<file path="src/rtl/ps2_scancode_queue_if.sv">
// ----------------------------------------------------------------------------
// ps2_scancode_queue_if
//   Byte handshake between the PS/2 receiver (master) and the scan-code
//   decoder/queue (slave).
//
//   sc_valid_i : one-cycle strobe, a new received byte is available
//   sc_data_i  : received byte, valid with sc_valid_i
//   sc_perr_i  : parity error flag for that byte, valid with sc_valid_i
//   sc_ack_o   : one-cycle pulse back to the receiver, byte consumed
//
//   The _i/_o suffixes are named from the queue's point of view.
// ----------------------------------------------------------------------------
interface ps2_scancode_queue_if;
    logic       sc_valid_i;
    logic [7:0] sc_data_i;
    logic       sc_perr_i;
    logic       sc_ack_o;

    modport master (
        output sc_valid_i,
        output sc_data_i,
        output sc_perr_i,
        input  sc_ack_o
    );

    modport slave (
        input  sc_valid_i,
        input  sc_data_i,
        input  sc_perr_i,
        output sc_ack_o
    );
endinterface

</file>
<file path="src/rtl/ps2_scancode_queue.sv">
// ----------------------------------------------------------------------------
// ps2_scancode_queue
//   Downstream stage of the PS/2 keyboard interface. Each received byte is
//   acknowledged one cycle later. Set-2 prefix sequences (E0 extended,
//   F0 break, E1 pause) are decoded. Modifier and caps-lock state are
//   tracked. Complete key events are queued in a first-word-fall-through
//   FIFO for the CPU.
//
//   Event word layout:
//     [7:0] code, [8] ext, [9] break, [10] pause, [11] sys,
//     [12] shift, [13] ctrl, [14] alt, [15] caps-lock state
//
//   Ports:
//     clk_i, rst_ni  clock, asynchronous active-low reset
//     sc             byte handshake from the receiver (slave modport)
//     rd_i           pop the head event
//     event_o        head event, 0 when the FIFO is empty
//     empty_o        FIFO empty flag
//     full_o         FIFO full flag
//     count_o        FIFO occupancy
//     irq_en_i       interrupt enable
//     irq_o          registered irq_en_i & ~empty_o
//     clr_i          synchronous clear of the FIFO, the sticky flags and the
//                    decoder state
//     ovf_o          sticky flag: overrun byte, or event dropped on a full FIFO
//     perr_o         sticky flag: byte discarded for a parity error
// ----------------------------------------------------------------------------
module ps2_scancode_queue #(
    parameter int DEPTH = 16,
    parameter int AW    = $clog2(DEPTH)
) (
    input  logic                 clk_i,
    input  logic                 rst_ni,
    ps2_scancode_queue_if.slave  sc,
    input  logic                 rd_i,
    output logic [15:0]          event_o,
    output logic                 empty_o,
    output logic                 full_o,
    output logic [AW:0]          count_o,
    input  logic                 irq_en_i,
    output logic                 irq_o,
    input  logic                 clr_i,
    output logic                 ovf_o,
    output logic                 perr_o
);

    typedef enum logic [2:0] {
        S_IDLE,
        S_EXT,
        S_BRK,
        S_EXTBRK,
        S_PAUSE
    } state_e;

    // Decoder state
    state_e      state_q, state_d;
    logic [2:0]  skip_q, skip_d;

    // Modifier state; each side of a modifier pair is tracked separately
    logic        lShift_q, lShift_d;
    logic        rShift_q, rShift_d;
    logic        lCtrl_q, lCtrl_d;
    logic        rCtrl_q, rCtrl_d;
    logic        lAlt_q, lAlt_d;
    logic        rAlt_q, rAlt_d;
    logic        caps_q, caps_d;
    logic        capsHeld_q, capsHeld_d;

    // Handshake, interrupt and sticky flags
    logic        ack_q;
    logic        irq_q;
    logic        ovf_q, ovf_d;
    logic        perr_q, perr_d;

    // FIFO
    logic [15:0] mem [DEPTH];
    logic [AW-1:0] rdPtr_q, rdPtr_d;
    logic [AW-1:0] wrPtr_q, wrPtr_d;
    logic [AW:0]   count_q, count_d;

    // Decode results for the current byte
    logic        pushReq;
    logic [7:0]  pushCode;
    logic        extBit;
    logic        brkBit;
    logic        pauseBit;
    logic        sysBit;
    logic        overrunByte;
    logic        parityDrop;
    logic        doPop;
    logic        doWrite;
    logic        dropPush;
    logic [15:0] eventWord;

    assign empty_o     = (count_q == '0);
    assign full_o      = (count_q == (AW+1)'(DEPTH));
    assign count_o     = count_q;
    assign event_o     = empty_o ? 16'h0000 : mem[rdPtr_q];
    assign irq_o       = irq_q;
    assign ovf_o       = ovf_q;
    assign perr_o      = perr_q;
    assign sc.sc_ack_o = ack_q;

    // Byte decoder. A byte arriving while clr_i is high is only acknowledged.
    // The modifier update runs on the decoded event so the event word carries
    // the modifier state that includes this key.
    always_comb begin
        state_d     = state_q;
        skip_d      = skip_q;
        pushReq     = 1'b0;
        pushCode    = sc.sc_data_i;
        extBit      = 1'b0;
        brkBit      = 1'b0;
        pauseBit    = 1'b0;
        sysBit      = 1'b0;
        overrunByte = 1'b0;
        parityDrop  = 1'b0;

        if (sc.sc_valid_i && !clr_i) begin
            if (sc.sc_perr_i) begin
                parityDrop = 1'b1;
                state_d    = S_IDLE;
            end else begin
                case (state_q)
                    S_IDLE: begin
                        case (sc.sc_data_i)
                            8'hE0: state_d = S_EXT;
                            8'hF0: state_d = S_BRK;
                            8'hE1: begin
                                state_d = S_PAUSE;
                                skip_d  = 3'd7;
                            end
                            8'hAA, 8'hFA, 8'hEE, 8'hFE: begin
                                pushReq = 1'b1;
                                sysBit  = 1'b1;
                            end
                            8'h00, 8'hFF: overrunByte = 1'b1;
                            default: pushReq = 1'b1;
                        endcase
                    end
                    S_EXT: begin
                        if (sc.sc_data_i == 8'hF0) begin
                            state_d = S_EXTBRK;
                        end else begin
                            pushReq = 1'b1;
                            extBit  = 1'b1;
                            state_d = S_IDLE;
                        end
                    end
                    S_BRK: begin
                        pushReq = 1'b1;
                        brkBit  = 1'b1;
                        state_d = S_IDLE;
                    end
                    S_EXTBRK: begin
                        pushReq = 1'b1;
                        extBit  = 1'b1;
                        brkBit  = 1'b1;
                        state_d = S_IDLE;
                    end
                    S_PAUSE: begin
                        // The seven bytes after E1 are swallowed; the last
                        // one produces the single pause event.
                        skip_d = skip_q - 3'd1;
                        if (skip_q == 3'd1) begin
                            pushReq  = 1'b1;
                            pushCode = 8'h77;
                            pauseBit = 1'b1;
                            state_d  = S_IDLE;
                        end
                    end
                    default: state_d = S_IDLE;
                endcase
            end
        end

        if (clr_i) begin
            state_d = S_IDLE;
            skip_d  = 3'd0;
        end
    end

    // Modifier tracking. E0 12 / E0 59 are fake shifts and fall through the
    // extended case without effect. Caps toggles only on the first make
    // after a break, so typematic repeats leave it alone.
    always_comb begin
        lShift_d   = lShift_q;
        rShift_d   = rShift_q;
        lCtrl_d    = lCtrl_q;
        rCtrl_d    = rCtrl_q;
        lAlt_d     = lAlt_q;
        rAlt_d     = rAlt_q;
        caps_d     = caps_q;
        capsHeld_d = capsHeld_q;

        if (pushReq && !sysBit && !pauseBit) begin
            if (!extBit) begin
                case (pushCode)
                    8'h12: lShift_d = ~brkBit;
                    8'h59: rShift_d = ~brkBit;
                    8'h14: lCtrl_d  = ~brkBit;
                    8'h11: lAlt_d   = ~brkBit;
                    8'h58: begin
                        if (brkBit) begin
                            capsHeld_d = 1'b0;
                        end else begin
                            if (!capsHeld_q) begin
                                caps_d = ~caps_q;
                            end
                            capsHeld_d = 1'b1;
                        end
                    end
                    default: ;
                endcase
            end else begin
                case (pushCode)
                    8'h14: rCtrl_d = ~brkBit;
                    8'h11: rAlt_d  = ~brkBit;
                    default: ;
                endcase
            end
        end

        eventWord = {caps_d, lAlt_d | rAlt_d, lCtrl_d | rCtrl_d,
                     lShift_d | rShift_d, sysBit, pauseBit, brkBit, extBit,
                     pushCode};
    end

    // FIFO bookkeeping. A push into a full FIFO only succeeds when a pop
    // frees the slot in the same cycle; a pop on an empty FIFO is ignored,
    // so push+pop while empty degenerates to a plain push.
    always_comb begin
        doPop    = rd_i && !empty_o;
        doWrite  = pushReq && (!full_o || doPop);
        dropPush = pushReq && full_o && !doPop;

        rdPtr_d = doPop   ? rdPtr_q + AW'(1) : rdPtr_q;
        wrPtr_d = doWrite ? wrPtr_q + AW'(1) : wrPtr_q;

        case ({doWrite, doPop})
            2'b10:   count_d = count_q + (AW+1)'(1);
            2'b01:   count_d = count_q - (AW+1)'(1);
            default: count_d = count_q;
        endcase

        ovf_d  = ovf_q | overrunByte | dropPush;
        perr_d = perr_q | parityDrop;

        if (clr_i) begin
            rdPtr_d = '0;
            wrPtr_d = '0;
            count_d = '0;
            ovf_d   = 1'b0;
            perr_d  = 1'b0;
        end
    end

    // State registers. The ack tracks every strobe regardless of what the
    // decoder did with the byte.
    always_ff @(posedge clk_i or negedge rst_ni) begin
        if (!rst_ni) begin
            state_q    <= S_IDLE;
            skip_q     <= 3'd0;
            lShift_q   <= 1'b0;
            rShift_q   <= 1'b0;
            lCtrl_q    <= 1'b0;
            rCtrl_q    <= 1'b0;
            lAlt_q     <= 1'b0;
            rAlt_q     <= 1'b0;
            caps_q     <= 1'b0;
            capsHeld_q <= 1'b0;
            ack_q      <= 1'b0;
            irq_q      <= 1'b0;
            ovf_q      <= 1'b0;
            perr_q     <= 1'b0;
            rdPtr_q    <= '0;
            wrPtr_q    <= '0;
            count_q    <= '0;
        end else begin
            state_q    <= state_d;
            skip_q     <= skip_d;
            lShift_q   <= lShift_d;
            rShift_q   <= rShift_d;
            lCtrl_q    <= lCtrl_d;
            rCtrl_q    <= rCtrl_d;
            lAlt_q     <= lAlt_d;
            rAlt_q     <= rAlt_d;
            caps_q     <= caps_d;
            capsHeld_q <= capsHeld_d;
            ack_q      <= sc.sc_valid_i;
            irq_q      <= irq_en_i & ~empty_o;
            ovf_q      <= ovf_d;
            perr_q     <= perr_d;
            rdPtr_q    <= rdPtr_d;
            wrPtr_q    <= wrPtr_d;
            count_q    <= count_d;
        end
    end

    // Event storage; contents need no reset because event_o is masked
    // while the FIFO is empty.
    always_ff @(posedge clk_i) begin
        if (doWrite) begin
            mem[wrPtr_q] <= eventWord;
        end
    end

endmodule

</file>
<file path="src/flat_wrapper.sv">
// flat-port wrapper written by rule: the top's interface ports become plain ports
module ps2_scancode_queue_flat 
#(
    parameter int DEPTH = 16,
    parameter int AW    = $clog2(DEPTH)
)
  (clk_i, rst_ni, rd_i, event_o, empty_o, full_o, count_o, irq_en_i, irq_o, clr_i, ovf_o, perr_o, sc_sc_valid_i, sc_sc_data_i, sc_sc_perr_i, sc_sc_ack_o);
  ps2_scancode_queue_if sc_i ();
  input  logic clk_i;
  input  logic rst_ni;
  input  logic rd_i;
  output logic [15:0] event_o;
  output logic empty_o;
  output logic full_o;
  output logic [AW:0] count_o;
  input  logic irq_en_i;
  output logic irq_o;
  input  logic clr_i;
  output logic ovf_o;
  output logic perr_o;
  input wire logic [$bits(sc_i.sc_valid_i)-1:0] sc_sc_valid_i;
  input wire logic [$bits(sc_i.sc_data_i)-1:0] sc_sc_data_i;
  input wire logic [$bits(sc_i.sc_perr_i)-1:0] sc_sc_perr_i;
  output wire logic [$bits(sc_i.sc_ack_o)-1:0] sc_sc_ack_o;
  assign sc_i.sc_valid_i = sc_sc_valid_i;
  assign sc_i.sc_data_i = sc_sc_data_i;
  assign sc_i.sc_perr_i = sc_sc_perr_i;
  assign sc_sc_ack_o = sc_i.sc_ack_o;
  ps2_scancode_queue #(.DEPTH(DEPTH), .AW(AW)) u_core (.clk_i(clk_i), .rst_ni(rst_ni), .sc(sc_i), .rd_i(rd_i), .event_o(event_o), .empty_o(empty_o), .full_o(full_o), .count_o(count_o), .irq_en_i(irq_en_i), .irq_o(irq_o), .clr_i(clr_i), .ovf_o(ovf_o), .perr_o(perr_o));
endmodule
</file>
<file path="config.mk">
export PLATFORM = sky130hd
export DESIGN_NAME = ps2_scancode_queue_flat
export DESIGN_NICKNAME = d
export VERILOG_FILES = /design/src/rtl/ps2_scancode_queue_if.sv /design/src/rtl/ps2_scancode_queue.sv /design/src/flat_wrapper.sv
export SDC_FILE = /design/constraint.sdc
export NUM_CORES = 1
export LEC_CHECK = 0
export ABC_AREA = 1
export CORE_ASPECT_RATIO = 0.8
export CORE_MARGIN = 5
export CORE_UTILIZATION = 35
export CTS_CLUSTER_SIZE = 10
export DETAILED_ROUTE_END_ITERATION = 8
export PLACE_DENSITY_LB_ADDON = 0.1
export RECOVER_POWER = 25
export SYNTH_ARGS = -nofsm -noshare
export SYNTH_HDL_FRONTEND = slang
export SYNTH_SLANG_ARGS = --single-unit
</file>
<file path="constraint.sdc">
create_clock -name clk_i -period 3.57 [get_ports clk_i]
set_clock_uncertainty 0.05 [all_clocks]
set_input_delay 0.714 -clock clk_i [delete_from_list [all_inputs] [get_ports clk_i]]
set_output_delay 0.714 -clock clk_i [all_outputs]
set_load 0.1 [all_outputs]
</file>
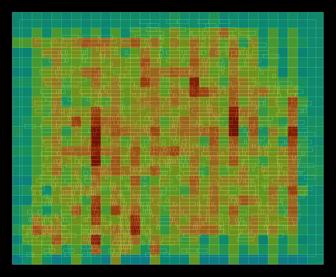
Fig. 1. Routing congestion map.
GR Util met2: 0.273
wire length per cell: 21.6 µm
grt peak-use layer: met2
met1 GRT Util: 0.273
GR met3 Demand/Resource: 0.0297

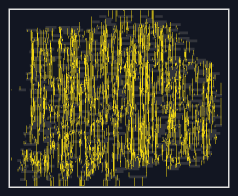
Fig. 2. Metal 2.
Scale: 1 px per µm. Cells faint in the background.
nets with wire on the layer: 876
share of all routed wire: 45%
via count: 8,278
Detailed Route WL: 34,300 µm

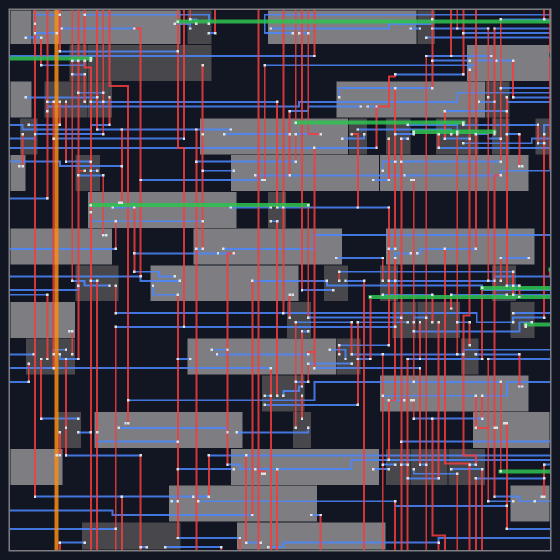
Fig. 3. Layout detail.
Region (89, 104) to (129, 144) µm. Cells in grey, sequential cells in the stronger grey; small squares are vias.
[blue] met1
[orange] met4
[green] met3
[red] met2
netlist names of flops here include: u_core.mem (19)
cells with their middle in the window: 52
most frequent: edfxtp_1 (19), nor2_1 (10), o21ai_0 (10)
sequential cells in the window: 19

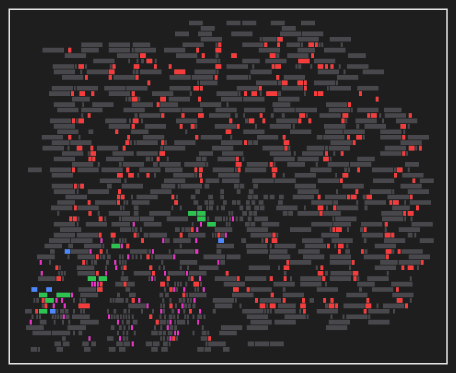
Fig. 4. Gate families picked out.
Scale: 2 px per µm.
[magenta] inverters | cells: 56
[red] inverting AOI/OAI gates | cells: 249 | where: widely spread
[green] adder and majority cells | cells: 11 | where: lower left
[blue] XOR/XNOR gates | cells: 5 | where: lower left
most numerous logic cell after layout: edfxtp_1
Final Non-Filler Cells: 1,591
Comb/total area: 0.224

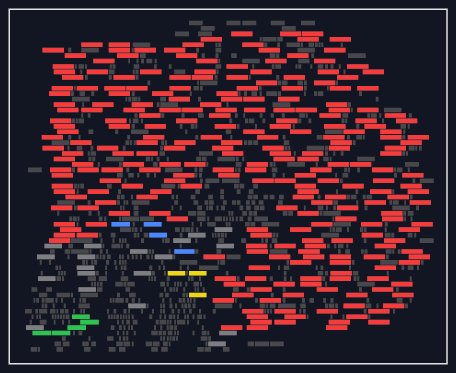
Fig. 5. Where the registers sit.
Scale: 2 px per µm. Other sequential cells in the stronger grey, the rest of the logic in the fainter grey.
[green] u_core.count_o | placed flops: 5 | where: lower left
[blue] u_core.rdPtr_q | placed flops: 4
[red] u_core.mem | placed flops: 256 | where: widely spread
[yellow] u_core.state_q | placed flops: 3
not coloured: 19
utilization after layout: 0.426
Seq. pwr: 3730 µW

==> flow_summary.ini <==
; yosys + openroad results
[power]
ir_drop_v = 0.000360
leakagePower_uw = 0.00536
p_clk_frac = 0.297
powerDensity_mw_per_mm2 = 728
p_total_uw = 10700
combPwrFrac = 0.355
swShare = 0.372
power_combinational_uw = 3800
maxPowerGroup = combinational logic
switchingPower_uw = 3980
seqPwrFrac = 0.349
p_clk_uw = 3180
p_int_uw = 6730

[logic_synthesis]
synthesis.instances = 1021
ys_ff = 287
floorplan.nets = 1047
top_cell_area_share = 0.634
synth-xor-area-share = 0.00361
async_flop_share = 0.108
synth_cell_types = 40
ys_area_mm2 = 0.0121
synth_top_flop_cell = edfxtp_1
yosysWarnings = 0
top_cell = edfxtp_1
netlist_logic_family_top = simple AND/OR/NAND/NOR gates
yosys_cells = 1021
syn_area_mm2 = 0.0121
top_cells_by_count = edfxtp_1 (256), nor2_1 (186), o21ai_0 (149)
edf_count = 256
mux_area_frac = 0
top_area_cell = edfxtp_1
synth-seq-area-share = 0.698
synth_area_per_cell_um2 = 11.9
ys_sh_simple = 0.127
aoi_share = 0.124
adder_share = 0.0120

[drt]
drtIter0Drc = 592
drc = 0
postRouteAntennaNets = 0
routed_via_density = 5.20
firstDrtPassIters = 5

[cells_and_area]
final-comb-area_mm2 = 0.00330
n_all_buffers = 107
fin_area_mm2 = 0.0147
fillers = 3273
largestClassByArea = flip-flops and latches
seq_area_frac = 0.576
final_cell_mix = edfxtp_1 (256), nor2_1 (175), o21ai_0 (149), nand2_1 (90), o221ai_1 (56)
antenna_cells = 0
final_layout_size_suffix_gt1_frac = 0.155
areaGrowthSynthToFinish_pct = 21.2
clockNetworkAreaShare = 0.0672
fin_nets = 1135
flop-count = 287
buffer_area_frac = 0.0777
comb_cells = 622
nClkBuffers = 43
nNonClkInverters = 56
flop_area_mm2 = 0.00847

[clock_network]
cts_resized = 0
clockRootBuffer = clkbuf_16
clockBufferDepth = 3
clock_latency_ns = 0.51
cts_tree = done
cts.clk_slew.worst_paths_ns = 0.05
numCtsBuffers = 35
cts-htree-levels = 2
cts_sinks = 287
cts_hold_buf = 0
cts_setup_buffers = 0

[worst_setup_path]
arrival_ns = 2.73
reg2reg_slack_ns = 0.64
crit_path_max_incr_delay_ns = 0.44
critPathKind = reg2out
r2r_start = u_core.count_o[1]
path_cells = buf_16, o21ai_0, o22ai_1, nor2_1, nor2_1, o21ai_0, a21oi_2, buf_12
required_ns = 2.81
worst_r2r_endpoint = u_core.count_o[4]
cpMaxStageDelayCell = dfrtp_4
startpoint = u_core.rdPtr_q[0]
start_kind = register
cp_max_fo = 130
setup.worst_path.end_class = primary output
rr_worst_depth = 15
setup.worst_path.end = event_o[6]
cp.buffers_inverters = 2
cp.depth = 8
cp_top_family = AND-OR/OR-AND gates

[global_routing]
antenna_found_initial = 0
grt_pass1_vias = 8116
grt_usage = 0.179
grt_pass1_wl_um = 52800
grt_max_degree = 131
globalRoute.totalOverflow = 0

[final_timing]
period_needed_ns = 3.49
fmax_mhz = 286
setup_tns_ns = 0
tightestPinTransition_ns = 1.80
grt_setup_unrepaired = true
finalSetupViolCount = 0
whs_ns = 0.430
drv_slew = 32
slew-limit-headroom = -0.201
fin_crit_sh = 0.979
setup_ws_ns = 0.0759
finalHoldViolations = 0

[placement]
dp_slack_ns = 0.0746
portBuffers = 41
dp_hpwl_um = 21100
place_inst = 1544
postPlaceCellArea_mm2 = 0.0138
place_congestion = 0.796

[flow_run]
drv_cap = 1

[floorplanning]
rows = 61
io_pins = 42
tap_cells = 472
core_area_mm2 = 0.0345
chipArea_mm2 = 0.0385
die_w_um = 218
initial_utilization = 0.352
die_y_um = 176

[hold_path]
hold_path_end = u_core.lAlt_q
hp-class = reg2reg
hp-start = u_core.lAlt_q
whs_path_depth = 2

[run_status]
violations = max-capacitance violations, max-slew violations
status = complete, but fails checks
## per-layer routing
metal,part of all wire,track usage
met5,0,0
met4,0.013,0.0340
met3,0.040,0.0297
met2,0.45,0.273
met1,0.50,0.273
## sequential cells by signal, indices dropped and copies added (netlist names)
signal,flops
u_core.irq_o,1
u_core.perr_o,1
u_core.rShift_q,1
u_core.wrPtr_q,4
u_core.rAlt_q,1
u_core.skip_q,3
u_core.state_q,3
u_core.ovf_o,1
u_core.mem,256
u_core.lAlt_q,1
u_core.capsHeld_q,1
u_core.rCtrl_q,1
u_core.count_o,5
u_core.lCtrl_q,1
u_core.caps_q,1
u_core.lShift_q,1
u_core.sc.sc_ack_o,1
u_core.rdPtr_q,4
Power is estimated from default activity; no workload was simulated.
